`src/rtl/mult32x16_q16_pkg.sv`:
```
// mult32x16_q16_pkg: widths and reset value shared by the SID filter multiplier (package sid_mul_pkg)
package sid_mul_pkg;
   localparam int LHS_W  = 32;
   localparam int RHS_W  = 16;
   localparam int FRAC_W = 16;
   localparam int OUT_W  = 32;
   localparam logic [OUT_W-1:0] OUT_RESET = 32'h0;
endpackage

```
`src/rtl/mult32x16_q16_if.sv`:
```
// mult32x16_q16_if: operand/result bundle; iLHS signed sample, iRHS Q0.16 coefficient, oOut scaled product
interface mult32x16_q16_if;
   import sid_mul_pkg::*;
   logic [LHS_W-1:0] iLHS;
   logic [RHS_W-1:0] iRHS;
   logic [OUT_W-1:0] oOut;
   modport master (output iLHS, output iRHS, input oOut);
   modport slave (input iLHS, input iRHS, output oOut);
endinterface

```
`src/rtl/mul16x16_part.sv`:
```
// mul16x16_part: 16x16 partial product; a signed when sgn=1 else unsigned, b always unsigned, p 32-bit exact
module mul16x16_part
   import sid_mul_pkg::*;
(
   input  logic [FRAC_W-1:0]   a,
   input  logic [FRAC_W-1:0]   b,
   input  logic                sgn,
   output logic [2*FRAC_W-1:0] p
);
   logic [2*FRAC_W-1:0] a_x, b_x;
   // the exact product always fits in 32 bits, so the low 32 bits of a wrapped multiply are the result
   assign a_x = {{FRAC_W{sgn & a[FRAC_W-1]}}, a};
   assign b_x = {{FRAC_W{1'b0}}, b};
   assign p   = a_x * b_x;
endmodule

```
`src/rtl/mult32x16_q16.sv`:
```
// mult32x16_q16: registered (signed iLHS * unsigned Q0.16 iRHS) >>> 16; ports clk, rst (async high), bus.slave
module mult32x16_q16
   import sid_mul_pkg::*;
(
   input  logic clk,
   input  logic rst,
   mult32x16_q16_if.slave bus
);
   logic [2*FRAC_W-1:0] p_h, p_l;
   logic [OUT_W-1:0]    sum;
   mul16x16_part u_h (.a(bus.iLHS[LHS_W-1:FRAC_W]), .b(bus.iRHS), .sgn(1'b1), .p(p_h));
   mul16x16_part u_l (.a(bus.iLHS[FRAC_W-1:0]), .b(bus.iRHS), .sgn(1'b0), .p(p_l));
   // low partial is non-negative, so a logical shift floors it; the sum cannot overflow since |result| <= |iLHS|
   assign sum = p_h + (p_l >> FRAC_W);
   always_ff @(posedge clk or posedge rst)
      if (rst) bus.oOut <= OUT_RESET;
      else     bus.oOut <= sum;
endmodule

```
`src/flat_wrapper.sv`:
```
// flat-port wrapper written by rule: the top's interface ports become plain ports
module mult32x16_q16_flat import sid_mul_pkg::*;
  (clk, rst, bus_iLHS, bus_iRHS, bus_oOut);
  mult32x16_q16_if bus_i ();
  input  logic clk;
  input  logic rst;
  input wire logic [$bits(bus_i.iLHS)-1:0] bus_iLHS;
  input wire logic [$bits(bus_i.iRHS)-1:0] bus_iRHS;
  output wire logic [$bits(bus_i.oOut)-1:0] bus_oOut;
  assign bus_i.iLHS = bus_iLHS;
  assign bus_i.iRHS = bus_iRHS;
  assign bus_oOut = bus_i.oOut;
  mult32x16_q16 u_core (.clk(clk), .rst(rst), .bus(bus_i));
endmodule
```
`config.mk`:
```
export PLATFORM = sky130hd
export DESIGN_NAME = mult32x16_q16_flat
export DESIGN_NICKNAME = d
export VERILOG_FILES = /design/src/rtl/mult32x16_q16_pkg.sv /design/src/rtl/mult32x16_q16_if.sv /design/src/rtl/mul16x16_part.sv /design/src/rtl/mult32x16_q16.sv /design/src/flat_wrapper.sv
export SDC_FILE = /design/constraint.sdc
export NUM_CORES = 1
export LEC_CHECK = 0
export CAP_MARGIN = 30
export CORE_MARGIN = 3
export CORE_UTILIZATION = 44
export DETAILED_ROUTE_END_ITERATION = 16
export GPL_TIMING_DRIVEN = 0
export MAX_ROUTING_LAYER = met4
export PLACE_DENSITY = 0.58
export SLEW_MARGIN = 10
export SYNTH_ARGS = -nofsm -noshare
export SYNTH_HDL_FRONTEND = slang
export SYNTH_SLANG_ARGS = --single-unit
```
`constraint.sdc`:
```
create_clock -name clk -period 2.1 [get_ports clk]
set_clock_uncertainty 0.15 [all_clocks]
set_input_delay 0.21 -clock clk [delete_from_list [all_inputs] [get_ports clk]]
set_output_delay 0.21 -clock clk [all_outputs]
set_load 0.05 [all_outputs]
```
Fig. 1: clock wires, drivers and flops
The bar under the picture is 50 microns long.
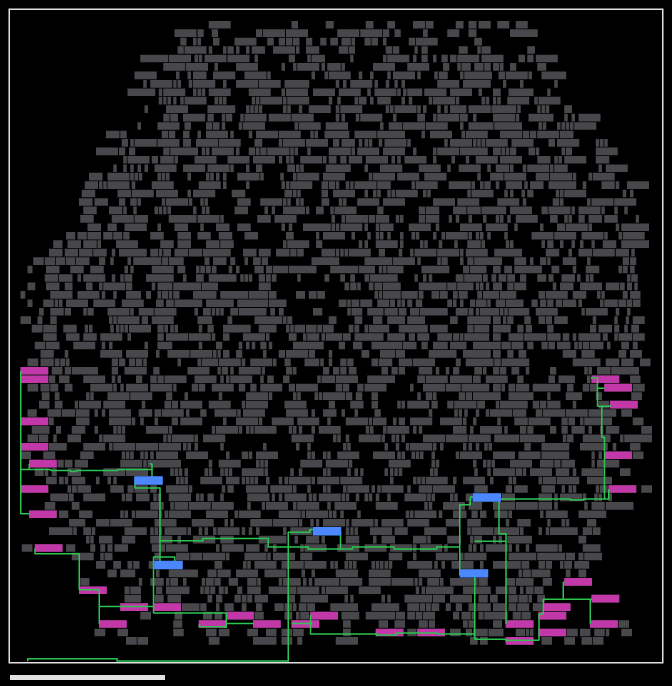
[clock drivers] blue | count: 5
[flip-flops] magenta | count: 32
[clock wires] green | length: 843 microns
routed clock nets	6

Fig. 2: routed metal, one colour a layer
The bar under the picture is 50 microns long.
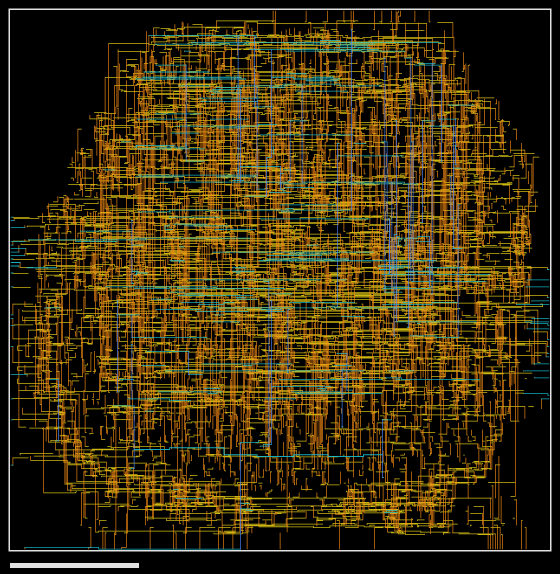
layer	colour	wire length
metal 4	blue	1,670 microns
metal 2	orange	27.7 mm
metal 3	cyan	3,470 microns
metal 1	yellow	23.3 mm
via count: 14,630
global-route usage over all layers: 26.80%
WL/cell: 20.36 microns
wirelength, routed: 56.13 mm

Fig. 3: placed cells, one colour a class
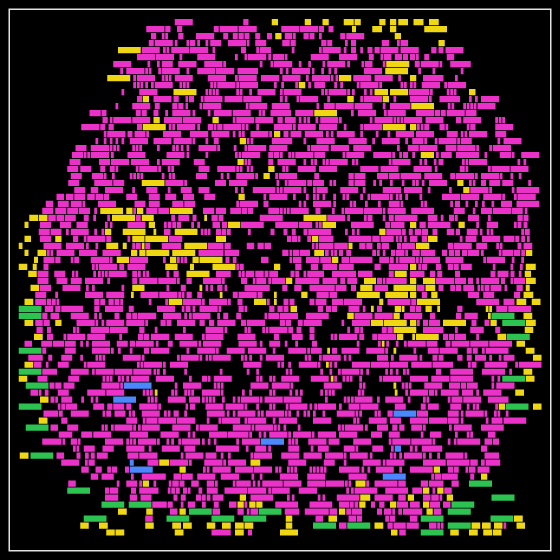
class	colour	cells	share of their area
combinational and other logic	magenta	1,946	84%
flops	green	32	3.6%
other buffers and delay cells	yellow	238	12%
clock drivers and dummy loads	blue	8	0.76%
final core utilization: 55.28%
Seq area share: 3.532%
Core Box Area: 41,020 sq um
Rows: 74
Final Cell Area: 22,670 sq um

==> Slide: Implementation Results <==
Flow Results at a Glance

Routing
  – DRT Pass-1 Iters: 5
  – Top sig layer: met4
  – Metal-1 WL: 23.26 mm

Clocking
  – CTS tree: built

Min path
  – HP Class: in2async

Timing
  – Final Setup Violations: 32
  – Final worst slack: -7.477 ns
  – TNS Setup: -212.53 ns

Logic synthesis
  – Yosys chip area: 18,330 sq um
  – Post-Syn Area: 18,330 sq um
  – Leading area contributor after synthesis: fa_1

Cells and area
  – Filler cells: 3,747
  – Clock-cell share of area: 0.7394%
  – Number of flip-flops in the largest register: 32

Job
  – Max_cap viols: 0

Worst setup path
  – Cell family contributing the most delay on the critical path: adder cells

Place
  – DP Worst Slack: -9.174 ns

Status
  – Status: complete, but fails checks
  – Failing checks: negative setup slack
